==> config.mk <==
export PLATFORM = sky130hd
export DESIGN_NAME = pixel_stream_source
export DESIGN_NICKNAME = d
export VERILOG_FILES = /design/src/rtl/video_pkg.sv /design/src/rtl/raster_counter.sv /design/src/rtl/pixel_stream_source.sv
export SDC_FILE = /design/constraint.sdc
export NUM_CORES = 1
export LEC_CHECK = 0
export CAP_MARGIN = 20
export CORE_ASPECT_RATIO = 0.8
export CORE_MARGIN = 2
export CORE_UTILIZATION = 33
export DETAILED_ROUTE_END_ITERATION = 7
export PLACE_DENSITY_LB_ADDON = 0.2
export SLEW_MARGIN = 5
export SYNTH_ARGS = -nofsm -noshare
export SYNTH_HDL_FRONTEND = slang
export SYNTH_SLANG_ARGS = --single-unit
==> constraint.sdc <==
create_clock -name clk -period 2.3 [get_ports clk]
set_clock_uncertainty 0.15 [all_clocks]
set_input_delay 0.46 -clock clk [delete_from_list [all_inputs] [get_ports clk]]
set_output_delay 0.46 -clock clk [all_outputs]
set_load 0.01 [all_outputs]
==> src/rtl/video_pkg.sv <==
// Shared video-timing types, default blanking lengths and small helpers for the raster sources.
package video_pkg;

  typedef enum logic [1:0] {
    StIdle,
    StLine,
    StHblk,
    StVblk
  } state_e;

  localparam int unsigned DefHblank = 16;
  localparam int unsigned DefVblank = 32;

  // Counter width that stays at least one bit for degenerate sizes of 1.
  function automatic int unsigned cnt_width(input int unsigned n);
    return (n > 1) ? $clog2(n) : 1;
  endfunction

  function automatic logic [7:0] tp_pixel(input int unsigned x, input int unsigned y);
    return 8'(x + y);
  endfunction

endpackage

==> src/rtl/raster_counter.sv <==
// Raster x/y position counter with line and frame terminal-count flags.
module raster_counter
  import video_pkg::*;
#(
  parameter int unsigned IMG_WIDTH  = 640,
  parameter int unsigned IMG_HEIGHT = 480,
  localparam int unsigned XW = cnt_width(IMG_WIDTH),
  localparam int unsigned YW = cnt_width(IMG_HEIGHT)
) (
  input  logic          clk,
  input  logic          rst_n,
  input  logic          clr_i,
  input  logic          adv_i,
  output logic [XW-1:0] x_o,
  output logic [YW-1:0] y_o,
  output logic          line_last_o,
  output logic          frame_last_o
);

  localparam logic [XW-1:0] XLast = XW'(IMG_WIDTH - 1);
  localparam logic [YW-1:0] YLast = YW'(IMG_HEIGHT - 1);

  logic [XW-1:0] x_q, x_d;
  logic [YW-1:0] y_q, y_d;

  always_comb begin
    x_d = x_q;
    y_d = y_q;
    if (clr_i) begin
      x_d = '0;
      y_d = '0;
    end else if (adv_i) begin
      if (x_q == XLast) begin
        x_d = '0;
        y_d = (y_q == YLast) ? '0 : y_q + 1'b1;
      end else begin
        x_d = x_q + 1'b1;
      end
    end
  end

  always_ff @(posedge clk or negedge rst_n) begin
    if (!rst_n) begin
      x_q <= '0;
      y_q <= '0;
    end else begin
      x_q <= x_d;
      y_q <= y_d;
    end
  end

  assign x_o          = x_q;
  assign y_o          = y_q;
  assign line_last_o  = (x_q == XLast);
  assign frame_last_o = (x_q == XLast) && (y_q == YLast);

endmodule

==> src/rtl/pixel_stream_source.sv <==
// Frame-memory raster reader emitting a qualified 8-bit pixel stream with sof/eol/done framing.
// Define TEST_PATTERN_EN to allow an internal (x + y) pattern selected by test_mode at start.
module pixel_stream_source
  import video_pkg::*;
#(
  parameter int unsigned IMG_WIDTH  = 640,
  parameter int unsigned IMG_HEIGHT = 480,
  parameter int unsigned HBLANK     = DefHblank,
  parameter int unsigned VBLANK     = DefVblank,
  localparam int unsigned AddrW = cnt_width(IMG_WIDTH * IMG_HEIGHT)
) (
  input  logic             clk,
  input  logic             rst_n,
  input  logic             start,
  input  logic             test_mode,
  output logic             mem_rd_en,
  output logic [AddrW-1:0] mem_addr,
  input  logic [7:0]       mem_rd_data,
  output logic             data_en,
  output logic [7:0]       pixel_out,
  output logic             sof,
  output logic             eol,
  output logic             busy,
  output logic             done
);

  localparam int unsigned XW = cnt_width(IMG_WIDTH);
  localparam int unsigned YW = cnt_width(IMG_HEIGHT);
  localparam int unsigned BW = cnt_width((HBLANK > VBLANK) ? HBLANK : VBLANK);

  localparam logic [AddrW-1:0] AddrLast = AddrW'(IMG_WIDTH * IMG_HEIGHT - 1);
  localparam logic [BW-1:0]    HLast    = BW'(HBLANK - 1);
  localparam logic [BW-1:0]    VLast    = BW'(VBLANK - 1);
  localparam logic [BW-1:0]    VPen     = BW'(VBLANK - 2);

  state_e           state_q;
  logic [BW-1:0]    blk_q;
  logic [AddrW-1:0] addr_q;
  logic             rd_en_q, busy_q, done_q, tp_q, last_line_q;

  logic [XW-1:0] x_w;
  logic [YW-1:0] y_w;
  logic          line_last, frame_last;
  logic          tp_sel;

`ifdef TEST_PATTERN_EN
  assign tp_sel = test_mode;
`else
  logic unused_test_mode;
  assign unused_test_mode = test_mode;
  assign tp_sel           = 1'b0;
`endif

  raster_counter #(
    .IMG_WIDTH (IMG_WIDTH),
    .IMG_HEIGHT(IMG_HEIGHT)
  ) u_raster (
    .clk         (clk),
    .rst_n       (rst_n),
    .clr_i       ((state_q == StIdle) && start),
    .adv_i       (state_q == StLine),
    .x_o         (x_w),
    .y_o         (y_w),
    .line_last_o (line_last),
    .frame_last_o(frame_last)
  );

  always_ff @(posedge clk or negedge rst_n) begin
    if (!rst_n) begin
      state_q     <= StIdle;
      blk_q       <= '0;
      addr_q      <= '0;
      rd_en_q     <= 1'b0;
      busy_q      <= 1'b0;
      done_q      <= 1'b0;
      tp_q        <= 1'b0;
      last_line_q <= 1'b0;
    end else begin
      done_q <= 1'b0;
      case (state_q)
        StIdle: begin
          if (start) begin
            state_q <= StLine;
            busy_q  <= 1'b1;
            rd_en_q <= ~tp_sel;
            addr_q  <= '0;
            tp_q    <= tp_sel;
          end
        end
        StLine: begin
          // Hold on the final address so the counter never wraps inside a frame.
          if (addr_q != AddrLast) addr_q <= addr_q + 1'b1;
          if (line_last) begin
            state_q     <= StHblk;
            rd_en_q     <= 1'b0;
            blk_q       <= '0;
            last_line_q <= frame_last;
          end
        end
        StHblk: begin
          if (blk_q == HLast) begin
            blk_q <= '0;
            if (last_line_q) begin
              state_q <= StVblk;
              // A single-cycle vertical blank is also the done cycle.
              if (VBLANK == 1) begin
                done_q <= 1'b1;
                busy_q <= 1'b0;
              end
            end else begin
              state_q <= StLine;
              rd_en_q <= ~tp_q;
            end
          end else begin
            blk_q <= blk_q + 1'b1;
          end
        end
        StVblk: begin
          if (blk_q == VLast) begin
            state_q <= StIdle;
          end else begin
            blk_q <= blk_q + 1'b1;
            if (blk_q == VPen) begin
              done_q <= 1'b1;
              busy_q <= 1'b0;
            end
          end
        end
        default: state_q <= StIdle;
      endcase
    end
  end

  // Stage 1 aligns with memory read data; stage 2 is the registered output.
  logic       v1_q, sof1_q, eol1_q;
  logic [7:0] tp_pix1_q;
  logic       data_en_q, sof_q, eol_q;
  logic [7:0] pixel_q;

  always_ff @(posedge clk or negedge rst_n) begin
    if (!rst_n) begin
      v1_q      <= 1'b0;
      sof1_q    <= 1'b0;
      eol1_q    <= 1'b0;
      tp_pix1_q <= '0;
      data_en_q <= 1'b0;
      sof_q     <= 1'b0;
      eol_q     <= 1'b0;
      pixel_q   <= '0;
    end else begin
      v1_q      <= (state_q == StLine);
      sof1_q    <= (state_q == StLine) && (x_w == '0) && (y_w == '0);
      eol1_q    <= (state_q == StLine) && line_last;
      tp_pix1_q <= tp_pixel(32'(x_w), 32'(y_w));
      data_en_q <= v1_q;
      sof_q     <= v1_q & sof1_q;
      eol_q     <= v1_q & eol1_q;
      if (!v1_q)     pixel_q <= '0;
      else if (tp_q) pixel_q <= tp_pix1_q;
      else           pixel_q <= mem_rd_data;
    end
  end

  assign mem_rd_en = rd_en_q;
  assign mem_addr  = addr_q;
  assign data_en   = data_en_q;
  assign pixel_out = pixel_q;
  assign sof       = sof_q;
  assign eol       = eol_q;
  assign busy      = busy_q;
  assign done      = done_q;

endmodule

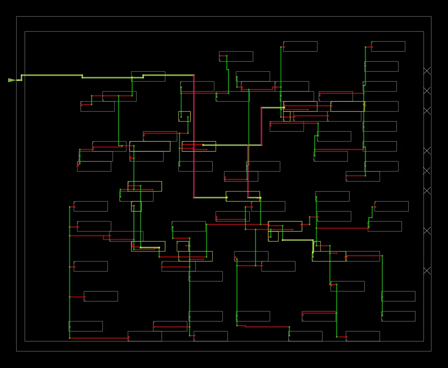
*Clock nets*
number of clock buffer instances in the layout: 9
FF+latch count: 63
clk_lat worst skew: 0.33 ns
TritonCTS buffer count: 9

==> impl_metrics.ini <==
; flow metrics
[finish]
mostFrequentLayoutCells = dfrtp_1, clkdlybuf4s50_1, nand2_1, o21ai_0, buf_4
clkCellAreaFrac_pct = 7.04
post-route-util_pct = 46.2
layout_top_cell_excl_fill_tap = dfrtp_1
syn_to_final_growth_pct = 35.1
diodes = 0
signal_buffers = 75
final_nets = 433
seq_area_share_pct = 37.3
final-instance-count-excl-fill = 531
fillers = 860
area.sequential_um2 = 1580
inv_count = 13
combGateArea_um2 = 1490

[final_timing]
fmaxAchievable_ghz = 0.447
finalSetupViolations = 0
layout_worst_path_cycle_share_pct = 97.3
fin_setup_tns_ns = 0
final-hold-violation-count = 11
holdWs_ns = -0.0315
timing.final.max_slew_violations = 0
worst-slew-pin-transition_ns = 0.526

[synth]
synthDominantCellAreaShare_pct = 50.3
yosysUniqueCellTypes = 44
enable_flop_cells = 0
postSynth.topFlopCell = dfrtp_1
yosys.area_share.aoi_pct = 14.9
syn_inst_count = 335
synth-seq-area-share_pct = 50.3
xor_xnor_share_of_the_synthesized_area_pct = 1.40
adder_share_pct = 4.00
syn-num-nets = 357
synth.yosys.num_cells = 335
common_cells = dfrtp_1, nand2_1, o21ai_0
asyncSetResetFlopFracSynth_pct = 100
synth_dominant_cell_count = dfrtp_1

[grt]
grt_first_pass_wirelength_um = 12700
grt_util_all_layers_pct = 15.5
grtUsageMet1_pct = 22.0
global_route.usage.met2_pct = 23.3
global_route.overflow_total = 0

[route]
wirelength_met1_um = 3870
routed-wl-met3_um = 342
routed-wl-met2_um = 3250
drt_first_iter_violations = 151
route.detailed.vias_per_inst = 5.13
detailroute.via_count = 2725
drcViolationCount = 8
highest-signal-layer = met4
route.detailed.wl_per_inst_um = 14.2

[pwr]
irDropWorstVdd_mv = 0.295
pwr.group.clock_uw = 1350
pwr.group.combinational_uw = 157
power-per-cell-area_nw_per_um2 = 631
seq_cell_power_uw = 1160
p_int_uw = 2060
combinationalPowerShare_pct = 5.9
relative_contribution_of_the_clock_network_to_total_power_pct = 50.6

[worst_setup_path]
timing.critical_path.required_ns = 2.41
cp_num_buf_inv = 1
startpoint = start
cp_cell_sequence = clkdlybuf4s50_1 > or3b_4 > and4_4 > a21o_4 > or4_1 > a21oi_2
cp_num_cells = 6

[clock_network]
clock_sinks = 63
ctsRootBufferMaster = clkbuf_16
clock_transition_at_the_registers_of_the_reported_paths_ns = 0.06
cts_tree = built
clock_tree.htree_level_count = 3

[place]
place_ws_ns = -0.306
dp.cells = 515
post-dp-hpwl_um = 5240

[die]
placement_rows = 31
fp.coreArea_um2 = 9150

[hold_path]
min_path_type = primary input to asynchronous set/reset pin

[status]
failed_checks = design-rule violations, negative hold slack
status = complete, but fails checks
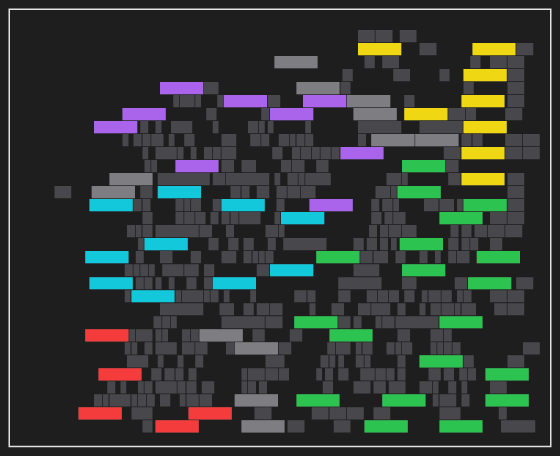
*Sequential cells coloured by netlist name*
Other sequential cells in the stronger grey, the rest of the logic in the fainter grey.
| signal | colour | placed flops |
|---|---|---|
| u_raster.y_o | purple | 9 |
| pixel_out | yellow | 8 |
| u_raster.x_o | cyan | 10 |
| blk_q | red | 5 |
| mem_addr | green | 19 |
not coloured: 12

No activity file was given, so power comes from the tool's default toggle rates.
